**Run 1: M1 wires**

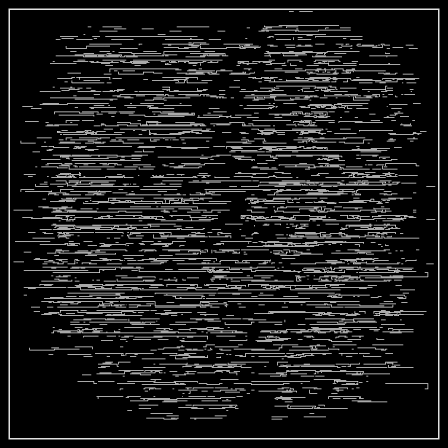
**Run 1: met2 routing**

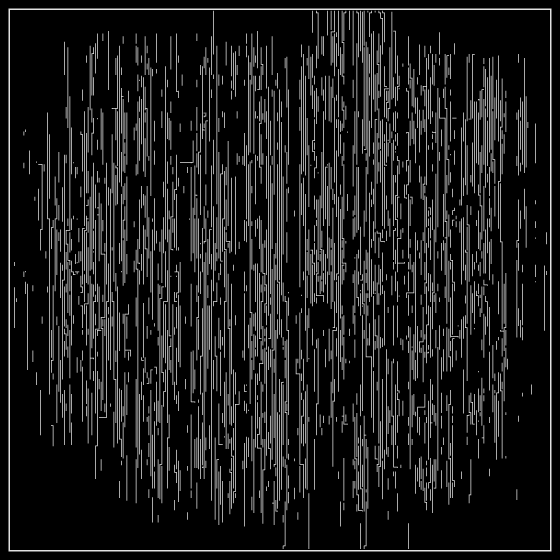
**Run 1: met3 routing**

Scale bar: 50 um. Cells faint in the background.
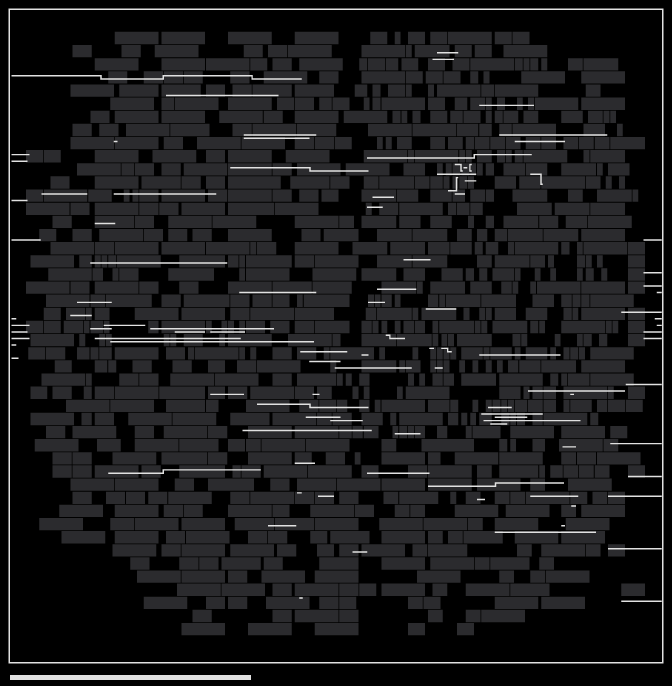
**Run 1: signal wires on met4**

Scale bar: 50 um.
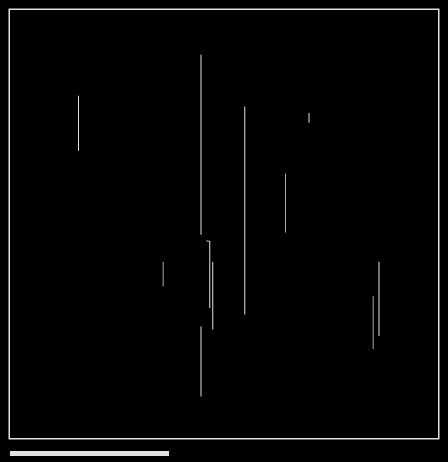
### config.mk
export PLATFORM = sky130hd
export DESIGN_NAME = fir_poly_mac
export DESIGN_NICKNAME = d
export VERILOG_FILES = /design/src/rtl/fir_poly_mac.sv
export SDC_FILE = /design/constraint.sdc
export NUM_CORES = 1
export LEC_CHECK = 0
export CORE_MARGIN = 3
export CORE_UTILIZATION = 61
export DETAILED_ROUTE_END_ITERATION = 12
export PLACE_DENSITY = 0.81
export SKIP_CTS_REPAIR_TIMING = 1
export SLEW_MARGIN = 15
export SYNTH_ARGS = -nofsm -noshare
export SYNTH_HDL_FRONTEND = slang
export SYNTH_SLANG_ARGS = --single-unit
export TNS_END_PERCENT = 5
### constraint.sdc
create_clock -name clk -period 6.85 [get_ports clk]
set_input_delay 1.0275 -clock clk [delete_from_list [all_inputs] [get_ports clk]]
set_output_delay 1.0275 -clock clk [all_outputs]
set_load 0.02 [all_outputs]
### src/rtl/fir_poly_mac.sv
// Polyphase FIR engine: one shared multiply-accumulate unit walks
// N_TAPS taps for each of N_PHASE coefficient banks per input sample.
module fir_poly_mac #(
    parameter  int W_IN    = 7,
    parameter  int W_COEF  = 5,
    parameter  int W_OUT   = 20,
    parameter  int N_TAPS  = 4,
    parameter  int N_PHASE = 6,
    localparam int W_CA    = $clog2(N_PHASE * N_TAPS),
    localparam int W_PH    = (N_PHASE > 1) ? $clog2(N_PHASE) : 1
) (
    input  logic              clk,
    input  logic              rstn,
    input  logic              clear,
    input  logic              in_valid,
    output logic              in_ready,
    input  logic [W_IN-1:0]   in_data,
    input  logic              coef_we,
    input  logic [W_CA-1:0]   coef_addr,
    input  logic [W_COEF-1:0] coef_wdata,
    output logic              busy,
    output logic              out_valid,
    input  logic              out_ready,
    output logic [W_OUT-1:0]  out_data,
    output logic [W_PH-1:0]   out_phase,
    output logic              out_sat
);

    localparam int W_ACC  = W_IN + W_COEF + $clog2(N_TAPS);
    localparam int W_TAP  = $clog2(N_TAPS);
    localparam int N_COEF = N_PHASE * N_TAPS;
    // Wide enough to hold both the accumulator and the output limits.
    localparam int W_BIG  = ((W_ACC > W_OUT) ? W_ACC : W_OUT) + 1;

    localparam logic signed [W_BIG-1:0] ONE    = W_BIG'(1);
    localparam logic signed [W_BIG-1:0] LIM_HI = (ONE <<< (W_OUT - 1)) - ONE;
    localparam logic signed [W_BIG-1:0] LIM_LO = -(ONE <<< (W_OUT - 1));
    localparam logic [W_TAP-1:0]        TAP_LAST = W_TAP'(N_TAPS - 1);
    localparam logic [W_PH-1:0]         PH_LAST  = W_PH'(N_PHASE - 1);

    typedef enum logic [1:0] {
        S_IDLE,
        S_MAC,
        S_OUT
    } state_t;

    state_t state;
    state_t state_nxt;

    logic signed [W_IN-1:0]   x    [N_TAPS];
    logic signed [W_COEF-1:0] coef [N_COEF];

    logic [W_TAP-1:0]        tap;
    logic [W_PH-1:0]         phase;
    logic signed [W_ACC-1:0] acc;

    logic                    accept;
    logic                    handshake;
    logic                    last_tap;
    logic                    last_phase;
    logic                    coef_wr;
    logic [W_CA-1:0]         cidx;
    logic signed [W_ACC-1:0] xs;
    logic signed [W_ACC-1:0] cs;
    logic signed [W_ACC-1:0] prod;
    logic signed [W_ACC-1:0] sum;
    logic signed [W_BIG-1:0] sum_big;
    logic [W_OUT-1:0]        sat_data;
    logic                    sat_flag;

    assign accept     = in_valid & in_ready & ~clear;
    assign handshake  = out_valid & out_ready;
    assign last_tap   = (tap == TAP_LAST);
    assign last_phase = (phase == PH_LAST);
    assign coef_wr    = coef_we & (state == S_IDLE) & ~clear
                      & (32'(coef_addr) < N_COEF);

    // Full-precision product and running sum, then clamp to the output range.
    always_comb begin
        cidx     = W_CA'(32'(phase) * N_TAPS + 32'(tap));
        xs       = W_ACC'(x[tap]);
        cs       = W_ACC'(coef[cidx]);
        prod     = xs * cs;
        sum      = acc + prod;
        sum_big  = W_BIG'(sum);
        sat_data = W_OUT'(sum_big);
        sat_flag = 1'b0;
        if (sum_big > LIM_HI) begin
            sat_data = W_OUT'(LIM_HI);
            sat_flag = 1'b1;
        end else if (sum_big < LIM_LO) begin
            sat_data = W_OUT'(LIM_LO);
            sat_flag = 1'b1;
        end
    end

    // State register.
    always_ff @(posedge clk or negedge rstn) begin
        if (!rstn) begin
            state <= S_IDLE;
        end else begin
            state <= state_nxt;
        end
    end

    // Next-state decode and handshake outputs; clear forces IDLE.
    always_comb begin
        state_nxt = state;
        in_ready  = 1'b0;
        busy      = 1'b1;
        out_valid = 1'b0;
        unique case (state)
            S_IDLE: begin
                in_ready = 1'b1;
                busy     = 1'b0;
                if (in_valid) begin
                    state_nxt = S_MAC;
                end
            end
            S_MAC: begin
                if (last_tap) begin
                    state_nxt = S_OUT;
                end
            end
            S_OUT: begin
                out_valid = 1'b1;
                if (out_ready) begin
                    state_nxt = last_phase ? S_IDLE : S_MAC;
                end
            end
            default: begin
                state_nxt = S_IDLE;
            end
        endcase
        if (clear) begin
            state_nxt = S_IDLE;
        end
    end

    // Delay line, tap/phase counters, accumulator and output registers.
    always_ff @(posedge clk or negedge rstn) begin
        if (!rstn) begin
            for (int i = 0; i < N_TAPS; i++) begin
                x[i] <= '0;
            end
            tap       <= '0;
            phase     <= '0;
            acc       <= '0;
            out_data  <= '0;
            out_phase <= '0;
            out_sat   <= 1'b0;
        end else if (clear) begin
            for (int i = 0; i < N_TAPS; i++) begin
                x[i] <= '0;
            end
            tap       <= '0;
            phase     <= '0;
            acc       <= '0;
            out_data  <= '0;
            out_phase <= '0;
            out_sat   <= 1'b0;
        end else if (accept) begin
            for (int i = N_TAPS - 1; i > 0; i--) begin
                x[i] <= x[i-1];
            end
            x[0]  <= in_data;
            tap   <= '0;
            phase <= '0;
            acc   <= '0;
        end else if (state == S_MAC) begin
            if (last_tap) begin
                out_data  <= sat_data;
                out_phase <= phase;
                out_sat   <= sat_flag;
            end else begin
                acc <= sum;
                tap <= tap + 1'b1;
            end
        end else if (handshake && !last_phase) begin
            phase <= phase + 1'b1;
            tap   <= '0;
            acc   <= '0;
        end
    end

    // Coefficient banks; writable only while idle.
    always_ff @(posedge clk or negedge rstn) begin
        if (!rstn) begin
            for (int i = 0; i < N_COEF; i++) begin
                coef[i] <= '0;
            end
        end else if (coef_wr) begin
            coef[coef_addr] <= coef_wdata;
        end
    end

endmodule

==> flow_summary_export.csv, run 1 <==
group,metric,value,unit
final_timing,worst_pin_slew,1.07,ns
place,dp_cells,1009,
worst_hold_path,hold_depth,1,
yosys,syn_avg_cell_area,13.0,um2
yosys,aoi_share,0.0641,
clocking,cts_buffer_depth,2,
flow_run,cap_violations,0,
yosys,synthCells,780,
clocking,htreeDepth,4,
clocking,root_buffer,"clkbuf_16",
global_routing,gr-total-overflow,0,
global_routing,grt_pass1_wl,37.6,mm
outcome,status,"finished clean",
die,chipArea,18200,um2
global_routing,gr-usage-all-layers,0.267,
cells_and_area,fin_nets,906,
drt,vias,6371,
flow_run,warnings,31,
setup_path,cp.required,7.17,ns
final_timing,timing.fmax,159,MHz
place,place_ws,0.582,ns
setup_path,start_kind,"flip-flop",
global_routing,grt_pass1_vias,6973,
worst_hold_path,hp-start,"coef[18]$_DFFE_PN0P_",
yosys,synth-edff-count,0,
final_timing,finalSetupViolations,0,
setup_path,rrSetupSlack,0.57,ns
setup_path,arrival,6.60,ns
cells_and_area,final_cells,1041,
global_routing,grt_max_degree,123,
yosys,ys_sh_simple,0.0739,
cells_and_area,final_util,0.709,
final_timing,post-route-min-period,6.28,ns
power,vdd_ir_drop_max,0.177,mV
die,chipHeight,135,um
drt,ant_nets,0,
power,power_density,230,nW/um2
die,core,16100,um2
die,fp_util,0.632,
yosys,syn_area,10200,um2
Notes on 'M1 wires' above:
wire length on this layer: 9660 um
main direction: horizontal
share of all routed wire: 43%
nets with wire on the layer: 851

Notes on 'met2 routing' above:
wire length on this layer: 11500 um
longest straight run: 57.1 um
main direction: vertical
nets with wire on the layer: 831

Notes on 'met3 routing' above:
nets with wire on the layer: 79
wire length on this layer: 928 um
longest straight run: 41.9 um
share of all routed wire: 4.2%
main direction: horizontal

Notes on 'signal wires on met4' above:
wire length on this layer: 272 um
main direction: vertical
longest straight run: 65.3 um
share of all routed wire: 1.2%
nets with wire on the layer: 9

[run 1: worst max path at each step]
stage | from | end | slack [ns] | cells after the start
after floorplan | tap[0]$_DFFE_PN0P_ | acc[13]$_DFFE_PN0P_ | 1.26 | 19
after global placement | tap[0]$_DFFE_PN0P_ | acc[13]$_DFFE_PN0P_ | 0.67 | 19
after detailed placement | tap[0]$_DFFE_PN0P_ | acc[13]$_DFFE_PN0P_ | 0.58 | 19
after CTS | tap[0]$_DFFE_PN0P_ | acc[13]$_DFFE_PN0P_ | 0.57 | 19
after global routing | tap[0]$_DFFE_PN0P_ | acc[13]$_DFFE_PN0P_ | 0.06 | 19
final | tap[0]$_DFFE_PN0P_ | acc[13]$_DFFE_PN0P_ | 0.57 | 19
[run 1: critical path: stages (launching register included)]
cell and delay (ns):
dfrtp_2 0.74, buf_12 0.29, mux4_1 0.56, mux2i_1 0.21, o32ai_1 0.11, nor2_1 0.37, nand2b_1 0.18, fa_1 0.44
fa_1 0.54, inv_1 0.06, fa_1 0.49, fa_1 0.54, inv_1 0.06, fa_1 0.45, nor2b_1 0.17, o31a_1 0.20
o21ai_1 0.11, o21ai_0 0.32, xnor2_1 0.12, a22o_1 0.20
[run 1: metal layers]
metal / up-vias / track usage / part of all wire
met3: 28 / 0.0507 / 0.041
met2: 155 / 0.450 / 0.52
met5: - / 0 / 0
li1: 2845 / - / -
met1: 3343 / 0.362 / 0.43
met4: 0 / 0.0689 / 0.012
[run 1: cell type report]
class	instances	area, um2
multi-input cells	520	5140
clock inverters	12	149
inverters	28	105
well taps	216	270
fillers	1051	4670
clock buffers	20	467
repair buffers	58	574
flip-flops and latches	187	4680
[run 1: sequential cells by signal, summed over array words and instances (netlist names)]
name       cells
tap            2
x             28
state          2
coef         120
acc           14
out_sat        1
phase          3
out_data      14
out_phase      3
[run 1: cell usage in the layout, fill, tap and decap left out, types with 3 or more instances in the layout]
master / count
fa_1: 39
nand3b_1: 5
buf_4: 8
dfrtp_1: 186
nand2b_1: 10
clkbuf_8: 4
nor2b_1: 5
nand3_1: 6
ha_1: 32
and2_1: 5
o32ai_1: 3
inv_6: 3
nor3b_1: 3
xor2_1: 3
inv_8: 3
clkdlybuf4s50_1: 48
a22o_1: 37
clkbuf_16: 17
o21a_1: 3
mux4_1: 10
xnor2_1: 13
mux2i_1: 14
a21oi_1: 24
nor2_1: 65
mux4_2: 27
o21ai_0: 14
inv_1: 28
nor2_2: 3
mux2_2: 122
a21o_1: 3
nand2_1: 54
or4_1: 3
[run 1: logic make-up after synthesis]
kind of cell | after synthesis
AND-OR/OR-AND | 93
XOR/XNOR | 16
adder cells (fa/ha/maj) | 71
buffers and inverters | 73
flip-flops | 187
multiplexers | 174
AND/OR/NAND/NOR | 166
[run 1: power by group]
group          switching, mW  leakage, nW  internal (mW)
Combinational          0.196         2.45          0.178
Clock                  0.449        0.299          0.578
Sequential            0.0474         2.56           1.17
Total                  0.692         5.31           1.93
==> run 2: changes to the inputs <==
--- a/config.mk
+++ b/config.mk
@@ -5,10 +5,11 @@
 export SDC_FILE = /design/constraint.sdc
 export NUM_CORES = 1
 export LEC_CHECK = 0
+export ABC_AREA = 1
 export CORE_MARGIN = 3
 export CORE_UTILIZATION = 61
 export DETAILED_ROUTE_END_ITERATION = 12
-export PLACE_DENSITY = 0.81
+export PLACE_DENSITY = 0.8
 export SKIP_CTS_REPAIR_TIMING = 1
 export SLEW_MARGIN = 15
 export SYNTH_ARGS = -nofsm -noshare
==> run 2 against run 1 <==
Against the previous run: sequential share of layout area is 0.96 points lower; flip-flop count stayed put; fmax is 11% higher; critical path depth is 3 higher; design area is 2.4% higher; routed wire length is 14% higher; first-iteration DRC count is 100% higher; worst setup slack better by 0.61 ns; global-route usage is 2.3 points higher; cell count is 44% higher; sequential power is 8% higher; count of clock-buffer cells in the layout is 3 lower; critical endpoint is now acc[8]$_DFFE_PN0P_.
==> flow_summary_export.csv, run 2 <==
group,metric,value,unit
drt,finalWirelength,25.6,mm
setup_path,critPathTopFamily,"adder cells",
power,pwr-share-seq,0.352,
drt,vias,8572,
outcome,status,"finished clean",
yosys,synthCells,1248,
final_timing,hold_viol_final,0,
setup_path,critPathBufInv,2,
setup_path,crit_chain,"inv_4 > nand2_1 > nand2_1 > nand2_1 > nand3_1 > nand3_1 > nand2_1 > nand2_1 > nand2_1 > nand2_1 > fa_1 > fa_1 > inv_1 > fa_1 > fa_1 > ha_1 > nand2_1 > o21ai_0 > a21oi_1 > or2_2 > nand3_1 > nand2_1",
power,power_density,322,nW/um2
die,core,16700,um2
yosys,synthTopCellsByArea,"dfrtp_1 45%, nand2_1 11%, fa_1 7.4%",
flow_run,cap_violations,0,
yosys,syn_area,10500,um2
clocking,path_clk_slew,0.08,ns
final_timing,setup_ws,1.17,ns
global_routing,gr-usage-all-layers,0.289,
cells_and_area,top_regs,"coef: 120 flops, x: 28 flops",
power,p_int,2.25,mW
drt,ant_nets,0,
power,pwr-share-clk,0.273,
cells_and_area,fillCellCount,1361,
clocking,root_buffer,"clkbuf_16",
clocking,htreeDepth,4,
place,dp_cells,1472,
global_routing,grt_pass1_vias,8193,
setup_path,critPathMostFrequentCell,"nand2_1",
global_routing,gr-total-overflow,0,
setup_path,critPathMaxFanout,73,
yosys,synth-edff-count,0,
yosys,top_cell,"nand2_1",
cells_and_area,lay_top_count,"nand2_1",
cells_and_area,top_register,"coef",
drt,drc_errors,0,
yosys,yosys_most_used_dff,"dfrtp_1",
global_routing,grt_pass1_wl,42.4,mm
power,pwr-share-comb,0.375,
final_timing,finalSetupViolations,0,
yosys,floorplan.nets,1342,
final_timing,rsz0062_at_grt,"false",
power,switchingPower,1.51,mW
global_routing,grt_max_degree,74,
power,switching_share,0.401,
cells_and_area,antenna-diode-count,0,
flow_run,warnings,29,
die,chipHeight,137,um
die,die_x,137,um
yosys,synthXorXnorAreaFrac,0.00666,
place,hpwl,17.6,mm
cells_and_area,fin_nets,1365,
final_timing,post-route-min-period,5.68,ns
setup_path,slowest_delay,0.56,ns
place,portBuffers,49,
yosys,syn_avg_cell_area,8.42,um2
yosys,yosysWarnings,0,
clocking,cts-buffers-inserted,17,
yosys,top_area_frac,0.445,
final_timing,worst_pin_slew,1.07,ns
setup_path,cp.required,7.18,ns
power,vdd_ir_drop_max,0.197,mV
cells_and_area,final_cells,1504,
cells_and_area,largest_register_ffs,120,
cells_and_area,final_cell_mix,"321 x nand2_1, 186 x dfrtp_1, 123 x o21ai_1",
die,ios,50,
yosys,ys_sh_simple,0.215,
place,place_ws,1.23,ns
place,dpl-instance-area,11000,um2
cells_and_area,register_area,4680,um2
die,chipArea,18800,um2
cells_and_area,logic_area,5060,um2
final_timing,timing.fmax,176,MHz
setup_path,cpMaxStageDelayCell,"inv_4",
clocking,cts_buffer_depth,2,
setup_path,arrival,6.01,ns
yosys,aoi_share,0.148,
setup_path,start_kind,"flip-flop",
die,fp_util,0.630,
[run 2: netlist changes by cell type after synthesis, moves of 11 or more]
cell / change
mux2i_1: -14
nand2_2: +24
nor2_1: +17
o21ai_1: +121
mux4_2: -27
buf_2: +11
o21ai_0: +50
nand2_1: +267
a21oi_1: +11
nand3_1: +70
a22o_1: -33
o22ai_1: +20
inv_1: +86
mux2_2: -122
[run 2: final timing paths]
| check | from | endpoint | slack, ns | depth (start not counted) |
|---|---|---|---|---|
| setup reg to reg | tap[0]$_DFFE_PN0P_ | acc[8]$_DFFE_PN0P_ | 1.17 | 22 |
| hold / removal | coef[26]$_DFFE_PN0P_ | coef[26]$_DFFE_PN0P_ | 0.48 | 2 |
| hold reg to reg | coef[26]$_DFFE_PN0P_ | coef[26]$_DFFE_PN0P_ | 0.48 | 2 |
| min in group asynchronous | rstn | coef[43]$_DFFE_PN0P_ | 0.54 | 1 |
| setup / recovery | tap[0]$_DFFE_PN0P_ | acc[8]$_DFFE_PN0P_ | 1.17 | 22 |
| max in group asynchronous | rstn | tap[0]$_DFFE_PN0P_ | 4.97 | 2 |
[run 2: cells by family (layout without fill, tap and decap cells)]
| group | after synthesis | in the layout |
|---|---|---|
| buf+inv | 178 | 214 |
| flops | 187 | 187 |
| fa+ha+maj | 71 | 71 |
| simple gates | 527 | 527 |
| xor+xnor | 8 | 8 |
| compound gates | 277 | 277 |
[run 2: power by group through the flow]
stage	logic, mW	registers [mW]	clock network (mW)
floorplan	1.05	1.31	0
detailed placement	1.38	1.34	0
global placement	1.36	1.34	0
global route	1.60	1.34	1.08
finish	1.41	1.32	1.02
CTS	1.40	1.32	1.03
[run 2: through the flow]
stage / power, mW / hold WS [ns] / util
after detailed placement: 2.72 / 0.466 / 0.661
after floorplan: 2.36 / 0.448 / -
after global routing: 4.01 / 0.500 / 0.698
after global placement: 2.69 / 0.460 / 0.661
final: 3.75 / 0.481 / 0.698
after CTS: 3.75 / 0.485 / 0.698
[run 2: worst register-to-register path: stages, from the launching register on]
cell and delay (ns):
dfrtp_2 0.54, inv_4 0.56, nand2_1 0.13, nand2_1 0.09, nand2_1 0.05, nand3_1 0.12, nand3_1 0.10, nand2_1 0.11
nand2_1 0.06, nand2_1 0.21, nand2_1 0.12, fa_1 0.52, fa_1 0.56, inv_1 0.06, fa_1 0.52, fa_1 0.42
ha_1 0.38, nand2_1 0.10, o21ai_0 0.35, a21oi_1 0.15, or2_2 0.31, nand3_1 0.08, nand2_1 0.05
[run 2: cell type report]
class | count | area share
inverters | 124 | 0.0402
flip-flops and latches | 187 | 0.401
multi-input cells | 883 | 0.434
clock inverters | 15 | 0.0162
clock buffers | 17 | 0.0365
repair buffers | 58 | 0.0480
well taps | 220 | 0.0236
[run 2: metal layers]
layer / routed length [um] / up-vias / global-route usage
met5: 0 / - / 0
met3: 2080 / 25 / 0.0599
met1: 12000 / 4083 / 0.451
met4: 274 / 0 / 0.0671
met2: 11200 / 342 / 0.418
li1: - / 4122 / -
**Run 2: met3 routing**

Scale bar: 50 um. Cells faint in the background.
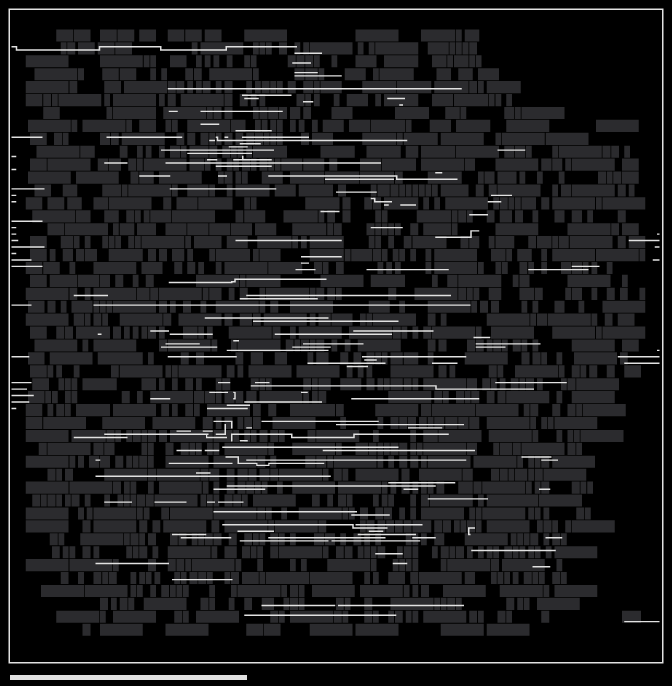
main direction: horizontal
wire length on this layer: 2080 um
nets with wire on the layer: 129
share of all routed wire: 8.1%

**Run 2: signal wires on met4**

Scale bar: 50 um.
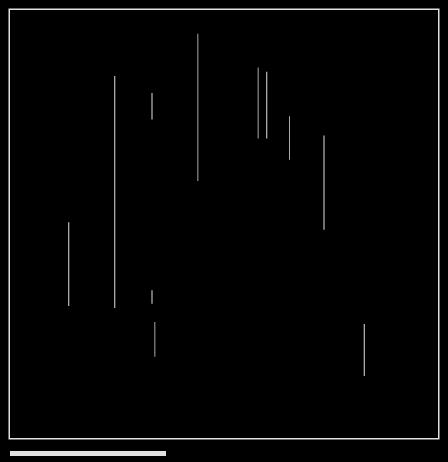
share of all routed wire: 1.1%
wire length on this layer: 274 um
main direction: vertical

Power is estimated from default activity; no workload was simulated.
